$ cat src/rtl/hazard_scheduler_pkg.sv
// hazard_pkg: shared scoreboard entry type and default pipeline depths.
package hazard_pkg;
    localparam int REG_N = 32;
    localparam int REG_ADDR_W = 5;
    localparam int DEF_WB_DEPTH = 3;
    localparam int DEF_FLUSH_CYCLES = 2;
    typedef struct packed {
        logic                  valid;
        logic [REG_ADDR_W-1:0] addr;
    } sb_entry_t;
endpackage

$ cat src/rtl/hazard_scheduler_if.sv
// hazard_scheduler_if: decode-side issue request and scheduler status bundle.
interface hazard_scheduler_if import hazard_pkg::*; #(parameter int CNT_W = 32);
    logic                  issue_valid, src_a_use, src_b_use, dst_we, branch_taken;
    logic [REG_ADDR_W-1:0] src_a_addr, src_b_addr, dst_addr;
    logic                  issue_ready, stall_pc, flush;
    logic [REG_N-1:0]      busy_mask;
    logic [CNT_W-1:0]      stall_cnt, flush_cnt;
    modport master(output issue_valid, src_a_use, src_b_use, src_a_addr, src_b_addr, dst_we, dst_addr, branch_taken,
                   input issue_ready, stall_pc, flush, busy_mask, stall_cnt, flush_cnt);
    modport slave(input issue_valid, src_a_use, src_b_use, src_a_addr, src_b_addr, dst_we, dst_addr, branch_taken,
                  output issue_ready, stall_pc, flush, busy_mask, stall_cnt, flush_cnt);
endinterface

$ cat src/rtl/hazard_scheduler_flush_timer.sv
// flush_timer: reloadable down-counter; flush is high while the count is non-zero.
module flush_timer #(parameter int FLUSH_CYCLES = 2) (
    input  logic clk,
    input  logic rstn,
    input  logic branch_taken_i,
    output logic flush_o
);
    localparam int CW = $clog2(FLUSH_CYCLES + 1);
    logic [CW-1:0] cnt_q, cnt_d;
    always_comb cnt_d = branch_taken_i ? CW'(FLUSH_CYCLES) : cnt_q - CW'(cnt_q != '0);
    always_ff @(posedge clk) cnt_q <= !rstn ? '0 : cnt_d;
    assign flush_o = cnt_q != '0;
endmodule

$ cat src/rtl/hazard_scheduler.sv
// hazard_scheduler: RAW stall and post-branch flush control for the decode-to-execute boundary.
module hazard_scheduler import hazard_pkg::*; #(
    parameter int WB_DEPTH = DEF_WB_DEPTH,
    parameter int FLUSH_CYCLES = DEF_FLUSH_CYCLES,
    parameter int CNT_W = 32
) (
    input logic clk,
    input logic rstn,
    hazard_scheduler_if.slave sched_if
);
    sb_entry_t [WB_DEPTH-1:0] sb_q, sb_d;
    logic [REG_N-1:0] busy;
    logic hazard, flush, stall, ready, accept;
    logic [CNT_W-1:0] stall_cnt_q, stall_cnt_d, flush_cnt_q, flush_cnt_d;
    flush_timer #(.FLUSH_CYCLES(FLUSH_CYCLES)) u_flush (
        .clk(clk), .rstn(rstn), .branch_taken_i(sched_if.branch_taken), .flush_o(flush));
    // The oldest stage still counts: its write lands at the closing edge of this cycle.
    always_comb begin
        busy = '0;
        for (int i = 0; i < WB_DEPTH; i++) if (sb_q[i].valid) busy[sb_q[i].addr] = 1'b1;
    end
    assign hazard = (sched_if.src_a_use & busy[sched_if.src_a_addr]) | (sched_if.src_b_use & busy[sched_if.src_b_addr]);
    assign stall  = sched_if.issue_valid & hazard & ~flush;
    assign ready  = sched_if.issue_valid & ~hazard & ~flush;
    assign accept = ready & ~sched_if.branch_taken;
    always_comb begin
        sb_d[0] = '{valid: accept & sched_if.dst_we, addr: sched_if.dst_addr};
        for (int i = 1; i < WB_DEPTH; i++) sb_d[i] = sb_q[i-1];
        stall_cnt_d = stall_cnt_q + CNT_W'(stall & ~&stall_cnt_q);
        flush_cnt_d = flush_cnt_q + CNT_W'(sched_if.branch_taken & ~&flush_cnt_q);
    end
    always_ff @(posedge clk) begin
        sb_q        <= !rstn ? '0 : sb_d;
        stall_cnt_q <= !rstn ? '0 : stall_cnt_d;
        flush_cnt_q <= !rstn ? '0 : flush_cnt_d;
    end
    assign sched_if.issue_ready = ready;
    assign sched_if.stall_pc    = stall;
    assign sched_if.flush       = flush;
    assign sched_if.busy_mask   = busy;
    assign sched_if.stall_cnt   = stall_cnt_q;
    assign sched_if.flush_cnt   = flush_cnt_q;
endmodule

$ cat src/flat_wrapper.sv
// flat-port wrapper written by rule: the top's interface ports become plain ports
module hazard_scheduler_flat import hazard_pkg::*;
#(
    parameter int WB_DEPTH = DEF_WB_DEPTH,
    parameter int FLUSH_CYCLES = DEF_FLUSH_CYCLES,
    parameter int CNT_W = 32
)
  (clk, rstn, sched_if_issue_valid, sched_if_src_a_use, sched_if_src_b_use, sched_if_src_a_addr, sched_if_src_b_addr, sched_if_dst_we, sched_if_dst_addr, sched_if_branch_taken, sched_if_issue_ready, sched_if_stall_pc, sched_if_flush, sched_if_busy_mask, sched_if_stall_cnt, sched_if_flush_cnt);
  hazard_scheduler_if #(.CNT_W(CNT_W)) sched_if_i ();
  input logic clk;
  input logic rstn;
  input wire logic [$bits(sched_if_i.issue_valid)-1:0] sched_if_issue_valid;
  input wire logic [$bits(sched_if_i.src_a_use)-1:0] sched_if_src_a_use;
  input wire logic [$bits(sched_if_i.src_b_use)-1:0] sched_if_src_b_use;
  input wire logic [$bits(sched_if_i.src_a_addr)-1:0] sched_if_src_a_addr;
  input wire logic [$bits(sched_if_i.src_b_addr)-1:0] sched_if_src_b_addr;
  input wire logic [$bits(sched_if_i.dst_we)-1:0] sched_if_dst_we;
  input wire logic [$bits(sched_if_i.dst_addr)-1:0] sched_if_dst_addr;
  input wire logic [$bits(sched_if_i.branch_taken)-1:0] sched_if_branch_taken;
  output wire logic [$bits(sched_if_i.issue_ready)-1:0] sched_if_issue_ready;
  output wire logic [$bits(sched_if_i.stall_pc)-1:0] sched_if_stall_pc;
  output wire logic [$bits(sched_if_i.flush)-1:0] sched_if_flush;
  output wire logic [$bits(sched_if_i.busy_mask)-1:0] sched_if_busy_mask;
  output wire logic [$bits(sched_if_i.stall_cnt)-1:0] sched_if_stall_cnt;
  output wire logic [$bits(sched_if_i.flush_cnt)-1:0] sched_if_flush_cnt;
  assign sched_if_i.issue_valid = sched_if_issue_valid;
  assign sched_if_i.src_a_use = sched_if_src_a_use;
  assign sched_if_i.src_b_use = sched_if_src_b_use;
  assign sched_if_i.src_a_addr = sched_if_src_a_addr;
  assign sched_if_i.src_b_addr = sched_if_src_b_addr;
  assign sched_if_i.dst_we = sched_if_dst_we;
  assign sched_if_i.dst_addr = sched_if_dst_addr;
  assign sched_if_i.branch_taken = sched_if_branch_taken;
  assign sched_if_issue_ready = sched_if_i.issue_ready;
  assign sched_if_stall_pc = sched_if_i.stall_pc;
  assign sched_if_flush = sched_if_i.flush;
  assign sched_if_busy_mask = sched_if_i.busy_mask;
  assign sched_if_stall_cnt = sched_if_i.stall_cnt;
  assign sched_if_flush_cnt = sched_if_i.flush_cnt;
  hazard_scheduler #(.WB_DEPTH(WB_DEPTH), .FLUSH_CYCLES(FLUSH_CYCLES), .CNT_W(CNT_W)) u_core (.clk(clk), .rstn(rstn), .sched_if(sched_if_i));
endmodule
$ cat config.mk
export PLATFORM = sky130hd
export DESIGN_NAME = hazard_scheduler_flat
export DESIGN_NICKNAME = d
export VERILOG_FILES = /design/src/rtl/hazard_scheduler_pkg.sv /design/src/rtl/hazard_scheduler_if.sv /design/src/rtl/hazard_scheduler_flush_timer.sv /design/src/rtl/hazard_scheduler.sv /design/src/flat_wrapper.sv
export SDC_FILE = /design/constraint.sdc
export NUM_CORES = 1
export LEC_CHECK = 0
export ABC_AREA = 1
export CAP_MARGIN = 20
export CELL_PAD_IN_SITES_DETAIL_PLACEMENT = 0
export CELL_PAD_IN_SITES_GLOBAL_PLACEMENT = 1
export CORE_UTILIZATION = 37
export DETAILED_ROUTE_END_ITERATION = 7
export PLACE_DENSITY_LB_ADDON = 0.1
export SLEW_MARGIN = 20
export SYNTH_ARGS = -nofsm -noshare
export SYNTH_HDL_FRONTEND = slang
export SYNTH_SLANG_ARGS = --single-unit
export TNS_END_PERCENT = 30
$ cat constraint.sdc
create_clock -name clk -period 7.8 [get_ports clk]
set_input_delay 1.56 -clock clk [delete_from_list [all_inputs] [get_ports clk]]
set_output_delay 1.56 -clock clk [all_outputs]
set_load 0.03 [all_outputs]
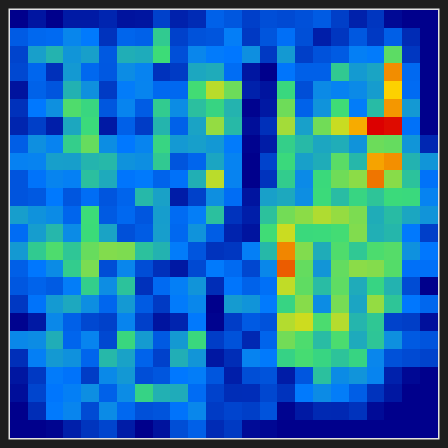
Fig. 1. Routed metal per tile (run 1).
The die is cut into 24 by 24 equal tiles; dark blue is low, red is high, scaled to the fullest tile. Values are wire area over tile area, all layers added.
tiles over half the peak = 12%
mean over tiles = 0.19
fullest tile = 0.69
densest ninth of the die = middle right
nearly empty tiles = 7.5%
post-detailed-routing wire length: 16600 µm
wire per inst: 14.8 µm
Vias: 5714
gr usage total: 24.2%

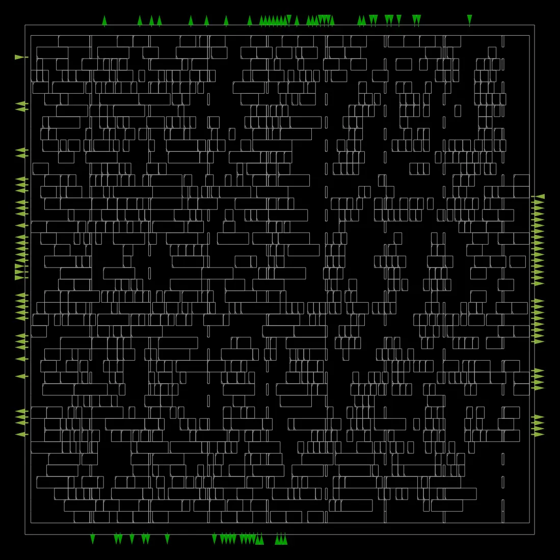
Fig. 2. Placed standard cells (run 1).
core footprint: 13300 µm²
TAP cells: 176
Core Rows: 42
Seq area share: 25.0%
fin util: 50.4%

==> out/qor.csv, run 1 <==
stage,metric,value,unit
status,status,"finished, final reports clean",
clock_network,post-CTS setup repair buffer count,0,
yosys,post-synthesis async set-or-reset flop share,0,%
place,placed wire-length estimate,12600,µm
worst_setup_path,crit path cell chain,clkdlybuf4s50_1 > inv_1 > nand2_1 > nand3_1 > nand3_1 > nand2_1 > nand2_1 > nand3_1 > nand3_1 > nand3_1 > inv_1 > clkdlybuf4s50_1,
worst_setup_path,crit-path most repeated cell,nand3_1,
yosys,post-synthesis mux area share,0,%
place,DP Worst Slack,1980,ps
yosys,tally of yosys warning messages,0,
yosys,Synth Seq Share,33.0,%
sta,Final setup viols,0,
place,gpl congestion,0.906,
hold_path,Hold Crit Class,flop to flop,
power_and_ir_drop,internal power,679,µW
routing,Residual DRC,0,
power_and_ir_drop,worst vdd ir,0.105,mV
sta,Max Freq,0.171,GHz
yosys,main area contributors after synthesis,"dfxtp_1 (33%), nand2_1 (20%), nand3_1 (9.5%)",
yosys,Synthesized Nets,850,
worst_setup_path,critical path launch point type,primary input,
clock_network,CTS resizes,0,
finish,fraction of layout cells with a size suffix above 1,7.20,%
global_routing,gr ovfl total,0,
hold_path,hold path cells,2,
die,chip area,14300,µm²
yosys,main kind of combinational logic by area,simple AND/OR/NAND/NOR gates,
sta,Final Hold Vio Count,0,
routing,drt pass-1 iters,6,
yosys,synthesized area,5100,µm²
yosys,flops out of synthesis,84,
yosys,Commonest flop,dfxtp_1,
power_and_ir_drop,Clock power frac,43.2,%
worst_setup_path,r2r setup slk,3720,ps
worst_setup_path,max incr delay on CP,850,ps
finish,most numerous logic cell after layout,nand2_1,
die,Die Wd,119,µm
power_and_ir_drop,PD cells,135,nW/µm²
yosys,cells in synth_stat.txt,824,
yosys,yosys aoi share,8.56,%
global_routing,first-pass GRT wire length,27100,µm
yosys,"FA/HA/MAJ Cells, Area Fraction",0.981,%
worst_setup_path,Worst setup endpoint,sched_if_issue_ready,
clock_network,CTS tree,yes,
hold_path,HP Start,u_core.sb_d[6],
sta,worst hold margin,447,ps
die,number of I/O pins,121,
hold_path,hold endpoint,u_core.sb_d[12],
yosys,count of cell types in the netlist,33,
sta,max_slew headroom,35.4,%
sta,RSZ-0062 raised after global routing,no,
place,Port Buffers,120,
worst_setup_path,Worst R2R Path Depth,29,
sta,"Slew Viols, Final",0,
clock_network,H-Tree Depth,3,
yosys,syn avg cell area,6.19,µm²
yosys,XOR/XNOR Fraction of Synth Area,1.37,%
yosys,Post-Synthesis Cells,824,
clock_network,Worst-Skew Late Latency,340,ps
sta,TNS Setup,0,ps
global_routing,initial antenna violation count,1,
yosys,simple share,46.7,%
sta,worst setup margin,1960,ps
power_and_ir_drop,sequential power share,48.7,%
yosys,"EDFF count, synth",0,
worst_setup_path,CP Max Fanout,17,
power_and_ir_drop,sw power,226,µW
sta,clock skew,9.14,ps
power_and_ir_drop,Leak Pwr,0.00257,µW
clock_network,clock slew at reported path FFs,60,ps
global_routing,vias in the first global route,5491,
worst_setup_path,RR Startpoint,u_core.sb_d[17],
finish,area grow syn2layout,31.8,%
routing,post-DR vias/cell,5.10,
sta,Tcrit/Tclk final,74.8,%
worst_setup_path,Critical Path Start,sched_if_src_a_addr[0],
yosys,Area leader share,33.0,%
sta,minimum clock period,5840,ps
clock_network,CTS Root Buffer Type,clkbuf_16,
run,Max-Cap Viols,0,
worst_setup_path,CP max stage cell,clkdlybuf4s50_1,
finish,Ant. Diodes,0,
run,OpenROAD warnings,26,
clock_network,CTS buffer count,9,
yosys,Yosys Chip Area,5100,µm²
worst_setup_path,Worst Setup End Kind,output pin,
power_and_ir_drop,Comb power frac,8.2,%
worst_setup_path,CP required,6240,ps
clock_network,Bufs on Longest Clock Path,2,
clock_network,clk sinks,84,
finish,Top Layout Cells,"nand2_1 (270), clkdlybuf4s50_1 (119), inv_1 (104)",
yosys,largest area contributor in the netlist,dfxtp_1,
die,Vert. Die Dim,119,µm
global_routing,largest net degree at the start of global routing,58,
power_and_ir_drop,switching share of power,25.0,%
worst_setup_path,crit path DAT,4280,ps
finish,nets,965,
worst_setup_path,reg2reg end,u_core.sched_if.stall_cnt[30],
sta,Worst Tran Pin Value,969,ps
worst_setup_path,kind of critical path,primary input to output pin,
clock_network,Hold Buf Count CTS,0,
routing,Final ANT Viol Nets,0,
die,Initial Util,38.2,%
routing,initial drt markers,306,
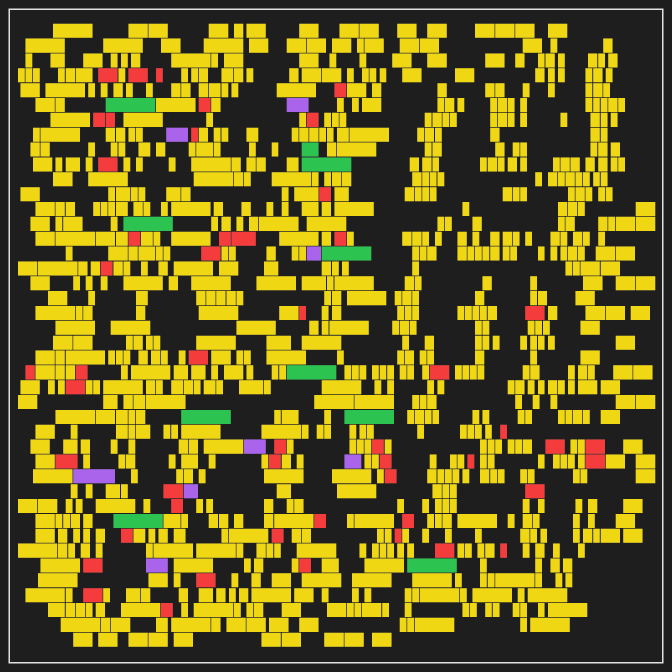
Fig. 3. Cells by drive strength (run 1).
red -> drive 2  # cells 50, share 5.3%, most used nor2_2
yellow -> drive 1 or less  # cells 876, share 93%, most used nand2_1
purple -> drive 3 to 4  # cells 8, share 0.85%, most used nor2_4
green -> drive 6 and up  # cells 10, share 1.1%, most used clkbuf_16

-- run 1: through the flow --
step                cells  util (%)  cell area (µm²)  total power (µW)
floorplan             824         -             5100               495
global placement     1104      48.3             6450               523
detailed placement   1104      48.3             6450               525
CTS                  1120      50.4             6720               919
global route         1120      50.4             6720               950
finish               1120      50.4             6720               906
-- run 1: cell families after synthesis --
family,count (synthesis)
fa+ha+maj,4
compound gates,79
simple gates,522
xor+xnor,8
buf+inv,127
flops,84
-- run 1: sequential cells by signal, summed over array words and instances, names as in the netlist --
name,flops
u_core.sb_q,6
u_core.u_flush.cnt_q,2
u_core.sb_d,12
u_core.sched_if.stall_cnt,32
u_core.sched_if.flush_cnt,32
-- run 1: metal layers --
metal  part of all wire (%)  GRT usage, %  vias up
li1                       -             -     2869
met1                     44          28.3     2640
met2                     47          41.3      173
met3                    5.4          5.41       32
met4                    3.6          12.6        0
met5                      0             0        -
-- run 1: cells in the mapped netlist, types with 6 or more instances --
cell and number:
nor2_2 16, nand3_1 97, dfxtp_1 84, nor3_1 24, a21oi_1 38, inv_2 7
nand3_2 10, o21a_1 8, inv_1 104, nor4_1 6, nor3_2 7, nor2_1 67
nand4_1 8, o21ai_0 23, nand2_1 270, nand2_2 6, clkbuf_1 9
-- run 1: final cells by class --
class                      count  area, µm²
fill                        1412       6630
tap                          176        220
timing repair buffer         120       1200
multi-input combinational    613       2940
inverter                     111        417
clock buffer                  11        233
sequential                    84       1680
clock inverter                 5       37.5
-- run 1: power groups by stage --
stage	clock network (µW)	logic, µW	registers (µW)
after floorplan	0	43.3	452
after global placement	0	72.9	450
after detailed placement	0	74.4	450
after CTS	404	74.6	441
after global routing	426	82.8	441
final	391	74.1	441
-- run 1: critical path, delay by kind of cell --
kind	cells	cell delay, ps
buffers and inverters	4	1950
and+or+nand+nor	8	740
Fig. 4: run 1, sequential cells grouped by signal name
The bar under the picture is 20 µm long. Other sequential cells in the stronger gray, the rest of the logic in the fainter gray.
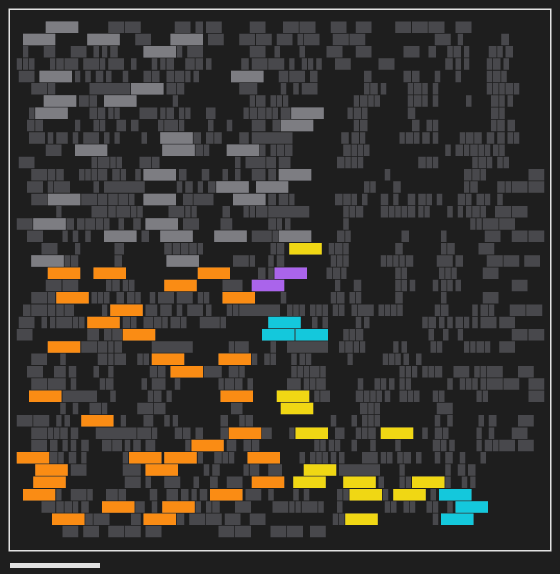

## Run 2: what changed since run 1
- CORE_UTILIZATION: 37 -> 34
- clock period: 7.8 -> 5.7 ns (I/O delays scaled with it)
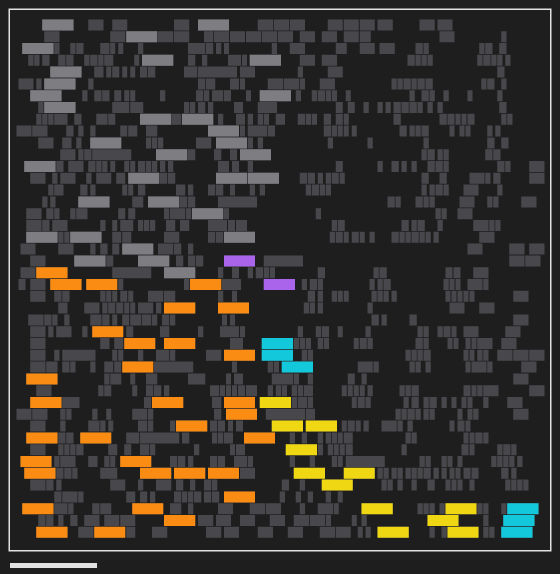
Fig. 5. Sequential cells grouped by signal name (run 2).
The bar under the picture is 20 µm long. Other sequential cells in the stronger gray, the rest of the logic in the fainter gray.
orange -> `u_core.sched_if.flush_cnt`  # flops 32
cyan -> `u_core.sb_q`  # flops 6
purple -> `u_core.u_flush.cnt_q`  # flops 2
yellow -> `u_core.sb_d`  # flops 12
not colored = 32

==> out/qor.csv, run 2 <==
stage,metric,value,unit,change
routing,initial drt markers,378,,+24%
finish,nets,967,,+0.21%
worst_setup_path,crit path DAT,3650,ps,-630 ps
global_routing,initial antenna violation count,0,,-1
routing,WL met3,831,µm,-6.8%
clock_network,Bufs on Longest Clock Path,2,,unchanged
die,chip area,15500,µm²,+8.7%
yosys,cells in synth_stat.txt,824,,unchanged
sta,Final Hold Vio Count,0,,unchanged
yosys,syn avg cell area,6.19,µm²,unchanged
routing,post-detailed-routing wire length,17400,µm,+4.8%
run,OpenROAD warnings,26,,unchanged
finish,fillers,1544,,+9.3%
sta,clock skew,9.07,ps,-0.0643 ps
sta,TNS Setup,0,ps,unchanged
clock_network,Hold Buf Count CTS,0,,unchanged
run,Max-Cap Viols,0,,unchanged
yosys,Post-Synthesis Cells,824,,unchanged
clock_network,CTS tree,yes,,
routing,wire per inst,15.4,µm,+3.9%
power_and_ir_drop,worst vdd ir,0.133,mV,+27%
sta,Final setup viols,0,,unchanged
clock_network,clk sinks,84,,unchanged
sta,"Slew Viols, Final",0,,unchanged
clock_network,Worst-Skew Late Latency,350,ps,about the same
place,placed wire-length estimate,13300,µm,+6.4%
yosys,main area contributors after synthesis,"dfxtp_1 (33%), nand2_1 (20%), nand3_1 (9.5%)",,
sta,Max Freq,0.209,GHz,
yosys,commonest cells in the netlist,"nand2_1 (270), inv_1 (104), nand3_1 (97), dfxtp_1 (84), nor2_1 (67)",,
global_routing,met3 Usage GRT,4.42,%,-0.99 points
yosys,"EDFF count, synth",0,,unchanged
routing,Final ANT Viol Nets,0,,unchanged
worst_setup_path,crit-path most repeated cell,nand3_1,,
yosys,post-synthesis async set-or-reset flop share,0,%,unchanged
yosys,tally of yosys warning messages,0,,unchanged
worst_setup_path,crit path cell chain,clkdlybuf4s50_1 > buf_4 > inv_1 > nand2_1 > nand3_1 > nand3_1 > nand2_1 > nand2_1 > nand3_1 > nand3_1 > nand3_1 > inv_1 > clkdlybuf4s50_1,,
routing,WL met2,8240,µm,+4.4%
place,gpl congestion,0.876,,-3.3%
routing,Vias,5692,,-0.39%
routing,post-DR vias/cell,5.04,,-1.3%
yosys,largest area contributor in the netlist,dfxtp_1,,
power_and_ir_drop,Tot Pwr,1250,µW,+39%
sta,max_slew headroom,33.5,%,-1.9 points
place,placed insts,1114,,+0.91%
global_routing,gr usage total,22.9,%,-1.3 points
global_routing,M1 GR Usage,28.0,%,-0.23 points
worst_setup_path,kind of critical path,primary input to output pin,,
yosys,Area leader share,33.0,%,unchanged
global_routing,GR peak layer,met2,,
routing,Residual DRC,0,,unchanged
yosys,most common cell in the netlist,nand2_1,,
yosys,Commonest flop,dfxtp_1,,
worst_setup_path,max incr delay on CP,660,ps,-190 ps
global_routing,vias in the first global route,5499,,+0.15%
die,Core Rows,44,,+4.8%
finish,area grow syn2layout,32.5,%,
sta,worst hold margin,445,ps,-2.00 ps
sta,Worst Tran Pin Value,998,ps,+29.2 ps
status,status,"finished, final reports clean",,
worst_setup_path,Worst Setup End Kind,output pin,,
worst_setup_path,Crit path max-delay family,buffers and inverters,,
yosys,Yosys Chip Area,5100,µm²,unchanged
yosys,Synth Seq Share,33.0,%,unchanged
finish,most numerous logic cell after layout,nand2_1,,
worst_setup_path,Buffers & Inverters on Critical Path,5,,+1
global_routing,first-pass GRT wire length,28200,µm,+4.1%
die,number of I/O pins,121,,unchanged
die,Die Wd,124,µm,+4.2%
power_and_ir_drop,PD cells,186,nW/µm²,+38%
routing,Post-Route M1 WL,7750,µm,+7.0%
==> run 2: layout make-up <==
| type | count | area (µm²) | share of cell area (%) |
|---|---|---|---|
| clock buffers | 10 | 239 | 3.54 |
| clock inverters | 6 | 38.8 | 0.574 |
| well taps | 184 | 230 | 3.41 |
| inverters | 111 | 417 | 6.17 |
| multi-input cells | 613 | 2940 | 43.5 |
| flip-flops and latches | 84 | 1680 | 24.9 |
| repair buffers | 122 | 1210 | 17.9 |
==> run 2: path summary, 6_finish.rpt <==
check / start / endpoint / slack [ps] / depth (start not counted)
min reg2reg: u_core.u_flush.cnt_q[0] / u_core.u_flush.cnt_q[0] / 450 / 1
max reg2reg: u_core.sb_d[17] / u_core.sched_if.stall_cnt[26] / 1690 / 26
max: sched_if_src_b_addr[0] / sched_if_issue_ready / 910 / 13
min: u_core.u_flush.cnt_q[0] / u_core.u_flush.cnt_q[0] / 450 / 1
==> run 2: per-stage QoR <==
| step | setup WS [ps] | area (µm²) | util, % |
|---|---|---|---|
| detailed placement | 883 | 6480 | 44.4 |
| finish | 906 | 6760 | 46.3 |
| global placement | 870 | 6480 | 44.4 |
| global route | 642 | 6760 | 46.3 |
| floorplan | 1730 | 5100 | - |
| CTS | 882 | 6760 | 46.3 |
==> run 2: logic make-up (layout without fill, tap and decap cells) <==
group           Yosys count  in the layout  synth area share, %
compound gates           79             79                 8.56
simple gates            522            522                 46.7
buf+inv                 127            249                 9.42
flops                    84             84                 33.0
fa+ha+maj                 4              4                0.981
xor+xnor                  8              8                 1.37
==> run 2: report_power, final <==
group	total (µW)	switching (µW)	internal [µW]
Combinational	105	66.1	39.1
Sequential	603	8.14	594
Clock	547	241	306
Fig. 6: run 2, routed metal per tile
The die is cut into 25 by 25 equal tiles; dark blue is low, red is high, scaled to the fullest tile. Values are wire area over tile area, all layers added.
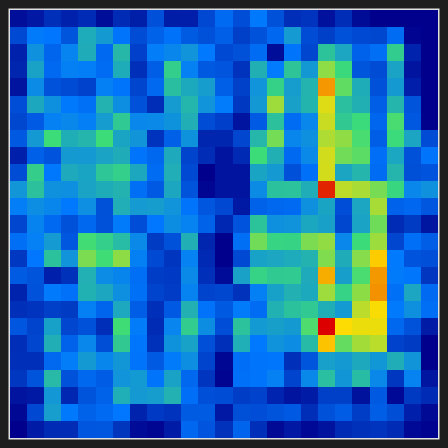

## Run 3: what changed since run 2
- clock period: 5.7 -> 4.5 ns (I/O delays scaled with it)
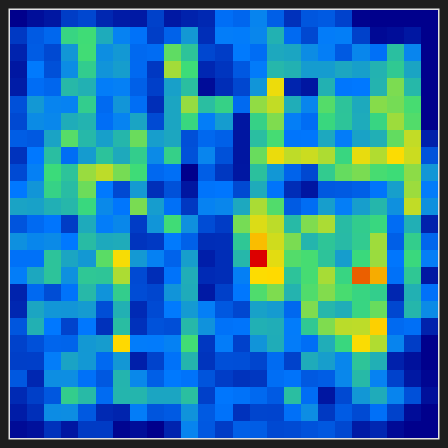
Fig. 7. Routed metal per tile (run 3).
The die is cut into 25 by 25 equal tiles; dark blue is low, red is high, scaled to the fullest tile. Values are wire area over tile area, all layers added.
densest ninth of the die = middle right
fullest tile = 0.60
tiles over half the peak = 14%
mean over tiles = 0.18
Vias: 5594
wire per inst: 15.1 µm
gr usage total: 23.0%
post-detailed-routing wire length: 17300 µm

==> out/qor.csv, run 3 <==
stage,metric,value,unit,change
finish,fillers,1545,,+0.065%
clock_network,Worst-Skew Late Latency,350,ps,about the same
yosys,main kind of combinational logic by area,simple AND/OR/NAND/NOR gates,,
die,Die Wd,124,µm,unchanged
sta,"Slew Viols, Final",0,,unchanged
routing,Final ANT Viol Nets,0,,unchanged
yosys,tally of yosys warning messages,0,,unchanged
finish,post-route cell area,6890,µm²,+2.0%
die,number of I/O pins,121,,unchanged
worst_setup_path,kind of critical path,primary input to output pin,,
routing,initial drt markers,339,,-10%
sta,Final Hold Vio Count,0,,unchanged
yosys,most common cell in the netlist,nand2_1,,
yosys,post-synthesis mux area share,0,%,unchanged
sta,worst setup margin,506,ps,-400 ps
power_and_ir_drop,Clock power frac,47.8,%,+4.2 points
place,placed wire-length estimate,13200,µm,-1.0%
die,chip area,15500,µm²,unchanged
routing,post-DR vias/cell,4.90,,-2.7%
yosys,XOR/XNOR Fraction of Synth Area,1.37,%,unchanged
worst_setup_path,Worst setup endpoint,sched_if_stall_pc,,
run,OpenROAD warnings,26,,unchanged
yosys,Post-Synthesis Cells,824,,unchanged
finish,most numerous logic cell after layout,nand2_1,,
worst_setup_path,max incr delay on CP,670,ps,about the same
worst_setup_path,Critical Path Start,sched_if_src_a_addr[0],,
power_and_ir_drop,PD cells,250,nW/µm²,+35%
routing,Residual DRC,0,,unchanged
power_and_ir_drop,sw power,412,µW,+31%
power_and_ir_drop,Tot Pwr,1720,µW,+37%
yosys,Commonest flop,dfxtp_1,,
place,placed insts,1125,,+0.99%
power_and_ir_drop,switching share of power,23.9,%,-1.2 points
worst_setup_path,reg2reg end,u_core.sched_if.stall_cnt[26],,
power_and_ir_drop,Comb power frac,7.9,%,-0.5 points
yosys,yosys aoi share,8.56,%,unchanged
worst_setup_path,critical path depth in cells,13,,unchanged
yosys,"FA/HA/MAJ Cells, Area Fraction",0.981,%,unchanged
place,DP Worst Slack,205,ps,-678 ps
worst_setup_path,crit path cell chain,clkdlybuf4s50_1 > inv_1 > nand2_1 > nand3_1 > nand3_1 > nand2_1 > nand2_1 > nand3_1 > nand3_1 > nand2_1 > nand2_1 > inv_1 > clkdlybuf4s50_1,,
finish,nets,978,,+1.1%
worst_setup_path,Crit path max-delay family,buffers and inverters,,
worst_setup_path,Buffers & Inverters on Critical Path,4,,-1
global_routing,initial antenna violation count,0,,unchanged
yosys,commonest cells in the netlist,"nand2_1 (270), inv_1 (104), nand3_1 (97), dfxtp_1 (84), nor2_1 (67)",,
place,gpl congestion,0.864,,-1.4%
finish,area grow syn2layout,35.1,%,
worst_setup_path,crit-path most repeated cell,nand2_1,,
run,Max-Cap Viols,0,,unchanged
global_routing,first-pass GRT wire length,28300,µm,+0.39%
status,status,"finished, final reports clean",,
yosys,largest area contributor in the netlist,dfxtp_1,,
sta,max_slew headroom,56.5,%,+23 points
place,placed inst area,6560,µm²,+1.2%
global_routing,vias in the first global route,5492,,-0.13%
power_and_ir_drop,internal power,1310,µW,+40%
worst_setup_path,RR Startpoint,u_core.sb_d[14],,
yosys,Yosys Chip Area,5100,µm²,unchanged
worst_setup_path,Worst Setup End Kind,output pin,,
yosys,"EDFF count, synth",0,,unchanged
sta,Max Freq,0.250,GHz,
yosys,syn avg cell area,6.19,µm²,unchanged
sta,TNS Setup,0,ps,unchanged
-- run 3: worst min-delay path by stage --
stage | startpoint | endpoint | slack (ps) | depth (start not counted)
2_1_floorplan | u_core.u_flush.cnt_q[0] | u_core.u_flush.cnt_q[0] | 410 | 1
3_3_place_gp | u_core.u_flush.cnt_q[0] | u_core.u_flush.cnt_q[0] | 420 | 1
3_5_place_dp | u_core.u_flush.cnt_q[0] | u_core.u_flush.cnt_q[0] | 440 | 1
4_1_cts | u_core.u_flush.cnt_q[0] | u_core.u_flush.cnt_q[0] | 450 | 1
5_1_grt | u_core.u_flush.cnt_q[0] | u_core.u_flush.cnt_q[0] | 470 | 1
6_report | u_core.u_flush.cnt_q[0] | u_core.u_flush.cnt_q[0] | 440 | 1
-- run 3: cell families (layout without fill, tap and decap cells) --
logic type	after synthesis	count (layout)
compound gates	79	79
xor+xnor	8	8
fa+ha+maj	4	4
buf+inv	127	260
flops	84	84
simple gates	522	522
-- run 3: per-layer routing --
layer | part of all wire, % | vias to the layer above | track usage, %
li1 | - | 2898 | -
met1 | 45 | 2523 | 28.1
met2 | 47 | 142 | 38.8
met3 | 4.3 | 31 | 4.08
met4 | 3.7 | 0 | 11.0
met5 | 0 | - | 0
-- run 3: layout make-up --
class / instances / area (µm²) / area share (%)
multi-input combinational: 613 / 2940 / 42.6
timing repair buffer: 133 / 1290 / 18.7
clock inverter: 6 / 93.8 / 1.36
tap: 184 / 230 / 3.34
sequential: 84 / 1680 / 24.4
inverter: 111 / 417 / 6.05
clock buffer: 10 / 239 / 3.47
-- run 3: power groups by stage --
stage	registers [µW]	logic [µW]	clock network, µW
floorplan	783	75.0	0
global placement	780	135	0
detailed placement	780	137	0
finish	764	135	824
global route	765	151	873
CTS	764	137	844
Power figures rest on the tool's default switching activity, not on a simulated workload.
